<file path="src/rtl/spi_arb_pkg.sv">
// rtl/spi_arb_pkg.sv - shared state type and counter widths for the SPI transaction arbiter
package spi_arb_pkg;

  typedef enum logic [1:0] {
    ST_IDLE,
    ST_LAUNCH,
    ST_XFER,
    ST_GAP
  } state_t;

  localparam int DW_DEFAULT = 12;
  // Wide enough to hold GAP=15 plus one without wrapping.
  localparam int GAP_CW = 5;
  localparam int TMO_CW = 16;

endpackage

</file>
<file path="src/rtl/spi_txn_arbiter_rr_pick.sv">
// rtl/spi_txn_arbiter_rr_pick.sv - combinational round-robin picker
// Picks the first valid index at or after ptr, wrapping modulo NREQ.
module rr_pick #(
  parameter int NREQ = 4,
  localparam int IW = $clog2(NREQ)
) (
  input  logic [NREQ-1:0] req_valid,
  input  logic [IW-1:0]   ptr,
  output logic            any,
  output logic [IW-1:0]   id
);

  logic [IW-1:0] idx;

  // Scan from the farthest offset down so the nearest valid index wins last.
  always_comb begin
    any = 1'b0;
    id  = '0;
    idx = '0;
    for (int k = NREQ - 1; k >= 0; k--) begin
      idx = IW'((int'(ptr) + k) % NREQ);
      if (req_valid[idx]) begin
        any = 1'b1;
        id  = idx;
      end
    end
  end

endmodule

</file>
<file path="src/rtl/spi_txn_arbiter.sv">
// rtl/spi_txn_arbiter.sv - round-robin arbiter sharing one SPI master among NREQ requesters
// Optional watchdog on LAUNCH/XFER enabled by defining SPI_ARB_TIMEOUT_EN.
module spi_txn_arbiter
  import spi_arb_pkg::*;
#(
  parameter int NREQ = 4,
  parameter int DW   = DW_DEFAULT,
  parameter int GAP  = 2,
  parameter int TMO  = 64,
  localparam int IW  = $clog2(NREQ)
) (
  input  logic             clk,
  input  logic             rst_n,
  input  logic [NREQ-1:0]  req_valid,
  input  logic [NREQ*DW-1:0] req_data,
  output logic [NREQ-1:0]  req_ready,
  output logic [NREQ-1:0]  done,
  output logic [NREQ-1:0]  err,
  output logic [DW-1:0]    spi_din,
  output logic             spi_newd,
  input  logic             spi_cs,
  output logic             busy,
  output logic [IW-1:0]    grant_id
);

  if (NREQ < 2 || NREQ > 8 || GAP < 0 || GAP > 15 || TMO < 1) begin : g_cfg_check
    $error("spi_txn_arbiter: parameter out of range");
  end

  state_t            state, state_nxt;
  logic [IW-1:0]     ptr, ptr_nxt, ptr_inc, gid_nxt;
  logic [DW-1:0]     din_nxt, word;
  logic [NREQ-1:0]   ready_nxt, done_nxt, err_nxt;
  logic              newd_nxt;
  logic [GAP_CW-1:0] gap_cnt, gap_cnt_nxt;
  logic              pick_any;
  logic [IW-1:0]     pick_id;
`ifdef SPI_ARB_TIMEOUT_EN
  logic [TMO_CW-1:0] tmo_cnt, tmo_cnt_nxt;
`endif

  rr_pick #(.NREQ(NREQ)) u_pick (
    .req_valid (req_valid),
    .ptr       (ptr),
    .any       (pick_any),
    .id        (pick_id)
  );

  always_comb begin
    word = '0;
    for (int i = 0; i < NREQ; i++) begin
      if (pick_id == IW'(i)) word = req_data[i*DW +: DW];
    end
  end

  assign ptr_inc = (pick_id == IW'(NREQ - 1)) ? '0 : pick_id + 1'b1;

  always_comb begin
    state_nxt   = state;
    ptr_nxt     = ptr;
    gid_nxt     = grant_id;
    din_nxt     = spi_din;
    newd_nxt    = spi_newd;
    ready_nxt   = '0;
    done_nxt    = '0;
    err_nxt     = '0;
    gap_cnt_nxt = gap_cnt;
`ifdef SPI_ARB_TIMEOUT_EN
    tmo_cnt_nxt = '0;
`endif
    case (state)
      // A low spi_cs means a frame may still be shifting (e.g. after reset), so never grant then.
      ST_IDLE: begin
        if (pick_any && spi_cs) begin
          ready_nxt[pick_id] = 1'b1;
          gid_nxt            = pick_id;
          din_nxt            = word;
          ptr_nxt            = ptr_inc;
          if (word == '0) begin
            err_nxt[pick_id] = 1'b1;
            newd_nxt         = 1'b0;
            gap_cnt_nxt      = '0;
            state_nxt        = ST_GAP;
          end else begin
            newd_nxt  = 1'b1;
            state_nxt = ST_LAUNCH;
          end
        end
      end
      ST_LAUNCH: begin
        if (!spi_cs) begin
          newd_nxt  = 1'b0;
          state_nxt = ST_XFER;
        end
      end
      ST_XFER: begin
        if (spi_cs) begin
          done_nxt[grant_id] = 1'b1;
          gap_cnt_nxt        = '0;
          state_nxt          = ST_GAP;
        end
      end
      ST_GAP: begin
        if ((gap_cnt + 1'b1) >= GAP_CW'(GAP)) begin
          state_nxt = ST_IDLE;
        end else begin
          gap_cnt_nxt = gap_cnt + 1'b1;
        end
      end
      default: state_nxt = ST_IDLE;
    endcase
`ifdef SPI_ARB_TIMEOUT_EN
    // Counter restarts on every entry into LAUNCH or XFER; a normal transition wins a tie.
    if ((state == ST_LAUNCH || state == ST_XFER) && state_nxt == state) begin
      if (tmo_cnt == TMO_CW'(TMO - 1)) begin
        err_nxt[grant_id] = 1'b1;
        newd_nxt          = 1'b0;
        gap_cnt_nxt       = '0;
        state_nxt         = ST_GAP;
      end else begin
        tmo_cnt_nxt = tmo_cnt + 1'b1;
      end
    end
`endif
  end

  always_ff @(posedge clk) begin
    if (!rst_n) begin
      state     <= ST_IDLE;
      ptr       <= '0;
      grant_id  <= '0;
      spi_din   <= '0;
      spi_newd  <= 1'b0;
      req_ready <= '0;
      done      <= '0;
      err       <= '0;
      busy      <= 1'b0;
      gap_cnt   <= '0;
`ifdef SPI_ARB_TIMEOUT_EN
      tmo_cnt   <= '0;
`endif
    end else begin
      state     <= state_nxt;
      ptr       <= ptr_nxt;
      grant_id  <= gid_nxt;
      spi_din   <= din_nxt;
      spi_newd  <= newd_nxt;
      req_ready <= ready_nxt;
      done      <= done_nxt;
      err       <= err_nxt;
      busy      <= (state_nxt != ST_IDLE);
      gap_cnt   <= gap_cnt_nxt;
`ifdef SPI_ARB_TIMEOUT_EN
      tmo_cnt   <= tmo_cnt_nxt;
`endif
    end
  end

endmodule

</file>
<file path="config.mk">
export PLATFORM = sky130hd
export DESIGN_NAME = spi_txn_arbiter
export DESIGN_NICKNAME = d
export VERILOG_FILES = /design/src/rtl/spi_arb_pkg.sv /design/src/rtl/spi_txn_arbiter_rr_pick.sv /design/src/rtl/spi_txn_arbiter.sv
export SDC_FILE = /design/constraint.sdc
export NUM_CORES = 1
export LEC_CHECK = 0
export CORE_UTILIZATION = 38
export CTS_CLUSTER_DIAMETER = 80
export DETAILED_ROUTE_END_ITERATION = 10
export PLACE_DENSITY = 0.84
export SLEW_MARGIN = 20
export SYNTH_ARGS = -nofsm -noshare
export SYNTH_HDL_FRONTEND = slang
export SYNTH_SLANG_ARGS = --single-unit
</file>
<file path="constraint.sdc">
create_clock -name clk -period 2.8 [get_ports clk]
set_clock_uncertainty 0.15 [all_clocks]
set_input_delay 0.42 -clock clk [delete_from_list [all_inputs] [get_ports clk]]
set_output_delay 0.42 -clock clk [all_outputs]
set_load 0.01 [all_outputs]
</file>
Local utilization:
Drawn at 4 px/um. The die is cut into 7 by 7 equal tiles; black is low, pale yellow is high, 0 to 100% covered.
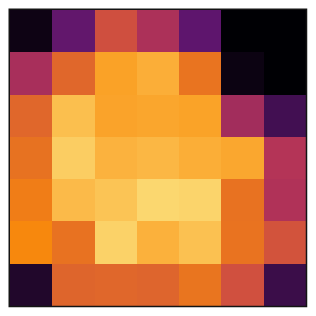
mean over tiles: 59%
fullest tile: 91%
tiles over 75% full: 37%
densest ninth of the die: center
nearly empty tiles: 6.1%

Zoomed window:
Region (24, 24) to (49, 49) um. Cells in gray, sequential cells in the stronger gray; small squares are vias.
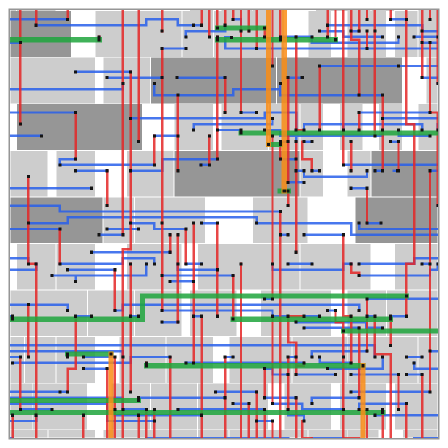
[orange] met4
[blue] met1
[green] met3
[red] met2
most frequent: buf_4 (9), dfxtp_1 (7), nand2_1 (6)
cells with their middle in the window: 56
sequential cells in the window: 7
netlist names of flops here include: gap_cnt (3), spi_din (2)

Placement by cell class:
Drawn at 4 px/um. Fill, decap, tap and diode cells in gray.
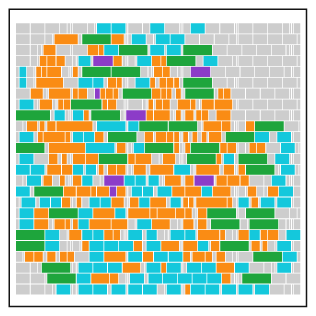
[cyan] other buffers and delay cells | cells: 117 | share of their area: 34%
[green] flip-flops | cells: 37 | share of their area: 23%
[purple] clock drivers and dummy loads | cells: 7 | share of their area: 2.4%
[orange] all other logic | cells: 180 | share of their area: 40%

Clock wiring as the flow saved it:
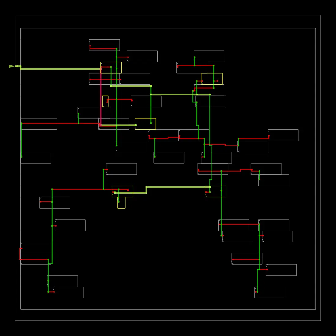
number of clock sinks: 37
clock network power consumption: 0.000346 W
CTS buffer count: 5
number of clock buffers in the layout: 6
Skew-Pair Late Insertion Delay: 0.29 ns

Clock network drawn from the DEF:
Drawn at 8 px/um.
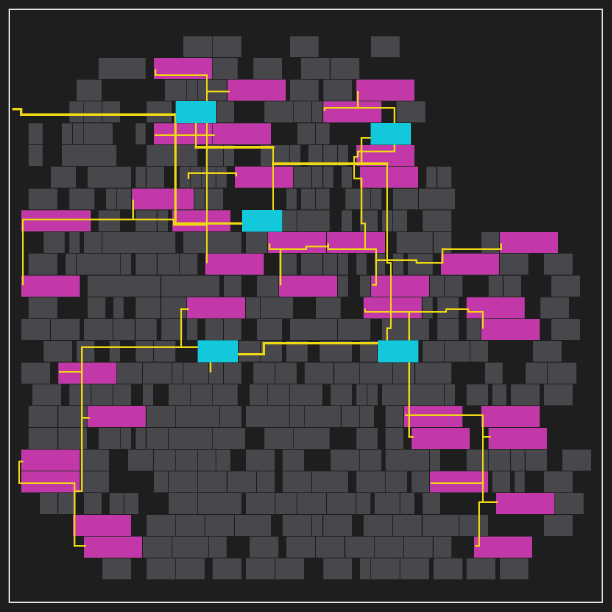
[cyan] cells driving clock nets | count: 5
[yellow] clock wires | length: 438 um
[magenta] flip-flops | count: 37
routed clock nets: 6

==> git commit body <==
Add synthesis and place-and-route results

* Min setup slack post-route: -0.0796 ns
- During synthesis, Yosys emitted a total of 0 warnings.
- Counting instances, the worst hold path has a depth of 2.
* Total of flip-flops plus latches after synthesis: 37
- The flow ran to the end, but the final reports show violations.
- Final count of negative-setup-slack endpoints: 9
* Fraction of registers with async set/reset: 0
* Worst Path Class, Setup: flip-flop to flip-flop
- Power comes to between 0.0015 and 0.002 W.
- In this run the horizontal extent of the chip is 73.9 um.
- Synthesis instantiated 51 different standard cells from the library.
* Average instance area after synthesis: around 8.5 um^2
* Height of the die: between 70 and 80 um
- Count of warning messages emitted by the tools: 33
- The worst setup path is captured at a flip-flop.
- Worst slew pin tran: between 0.4 and 0.5 ns
- The repair_antennas step left the layout with diodes totalling 0.
- The chip area line in the Yosys stat output reads 0.00197 mm^2.
- Max-cap violations in this run came to 0.
* Violations in the final reports: negative setup slack
- Crit path from: ptr[1]
- The congestion estimate from routability-driven global placement came to about 0.84.
- The synthesized netlist handed to floorplanning was reported with a cell count of approximately 230.
* Critical Path Fanout Max: 6
## final cells by class
type	count	area (um^2)
Clock buffer	6	72.6
Multi-Input combinational cell	173	1280
Clock inverter	1	5.00
Sequential cell	37	746
Fill cell	364	1530
Timing Repair Buffer	117	1100
Inverter	7	26.3
Tap cell	67	83.8
## stage by stage
stage | utilization | setup TNS, ns
floorplan | - | -0.162
global placement | 0.644 | -8.66
detailed placement | 0.644 | -10.50
CTS | 0.677 | -1.15
global route | 0.684 | -1.79
finish | 0.684 | -0.485
## cell usage in the layout (no fill, tap or decap), types with 3 or more instances in the layout
cell and n:
o21ai_0 5, clkbuf_8 5, nand2_1 25, nor3_1 6, nor2_1 14, a21oi_1 11
or3_1 3, inv_1 4, nor2b_1 11, clkdlybuf4s50_1 78, a221oi_2 4, o22ai_2 4
a21boi_0 3, dfxtp_1 35, and3_1 4, and3b_1 4, o22ai_1 5, inv_2 3
o221ai_1 3, a211oi_1 3, and2_1 8, o2111a_1 3, nand2b_1 4, buf_4 32
nor4_1 3
## critical path: cells and delay by family, from the launching register on
| kind | cells | cell delay [ns] |
|---|---|---|
| adder cells (fa/ha/maj) | 1 | 0.17 |
| AND-OR/OR-AND | 2 | 0.32 |
| AND/OR/NAND/NOR | 6 | 1.40 |
| flip-flops | 1 | 0.39 |
| buffers and inverters | 1 | 0.10 |
| multiplexers | 1 | 0.22 |
## layer usage
metal / wire, um / track usage / up-vias
met5: 0 / 0 / -
met3: 331 / 0.0596 / 12
li1: - / - / 1061
met4: 100 / 0.0791 / 0
met1: 2420 / 0.255 / 1019
met2: 3220 / 0.440 / 75
## registers in the layout (all words and copies together), names as in the netlist
signal	count
spi_din	12
req_ready	4
state	2
gap_cnt	5
err	4
done	4
grant_id	2
spi_newd	1
ptr	2
busy	1
## cells by family after synthesis
family / count (synthesis) / share of synthesized area
and+or+nand+nor: 103 / 0.303
AOI/OAI and AO/OA: 60 / 0.215
DFF: 37 / 0.377
buffers and inverters: 21 / 0.0484
adders and majority gates: 6 / 0.0382
xor gates and xnor gates: 2 / 0.00891
muxes: 2 / 0.0102
## power by group
group / switching (W) / leakage [nW] / internal (W)
Combinational: 0.000281 / 0.929 / 0.000344
Clock: 0.000177 / 0.0410 / 0.000169
Sequential: 0.0000238 / 0.302 / 0.000560
## how the worst min path moves through the flow
stage               slack (ns)  startpoint         end
floorplan                 0.29  gap_cnt[4]  gap_cnt[4]
CTS                       0.32  gap_cnt[4]  gap_cnt[4]
finish                    0.32    spi_newd    spi_newd
global route              0.35  gap_cnt[2]  gap_cnt[2]
global placement          0.30  gap_cnt[4]  gap_cnt[4]
detailed placement        0.31  gap_cnt[4]  gap_cnt[4]
## what timing repair did
item,CTS,global route
resized,15,14
endpoints found under the setup margin,16,12
setup buffers,5,1
pin swaps,8,11
No activity file was given, so power comes from the tool's default toggle rates.
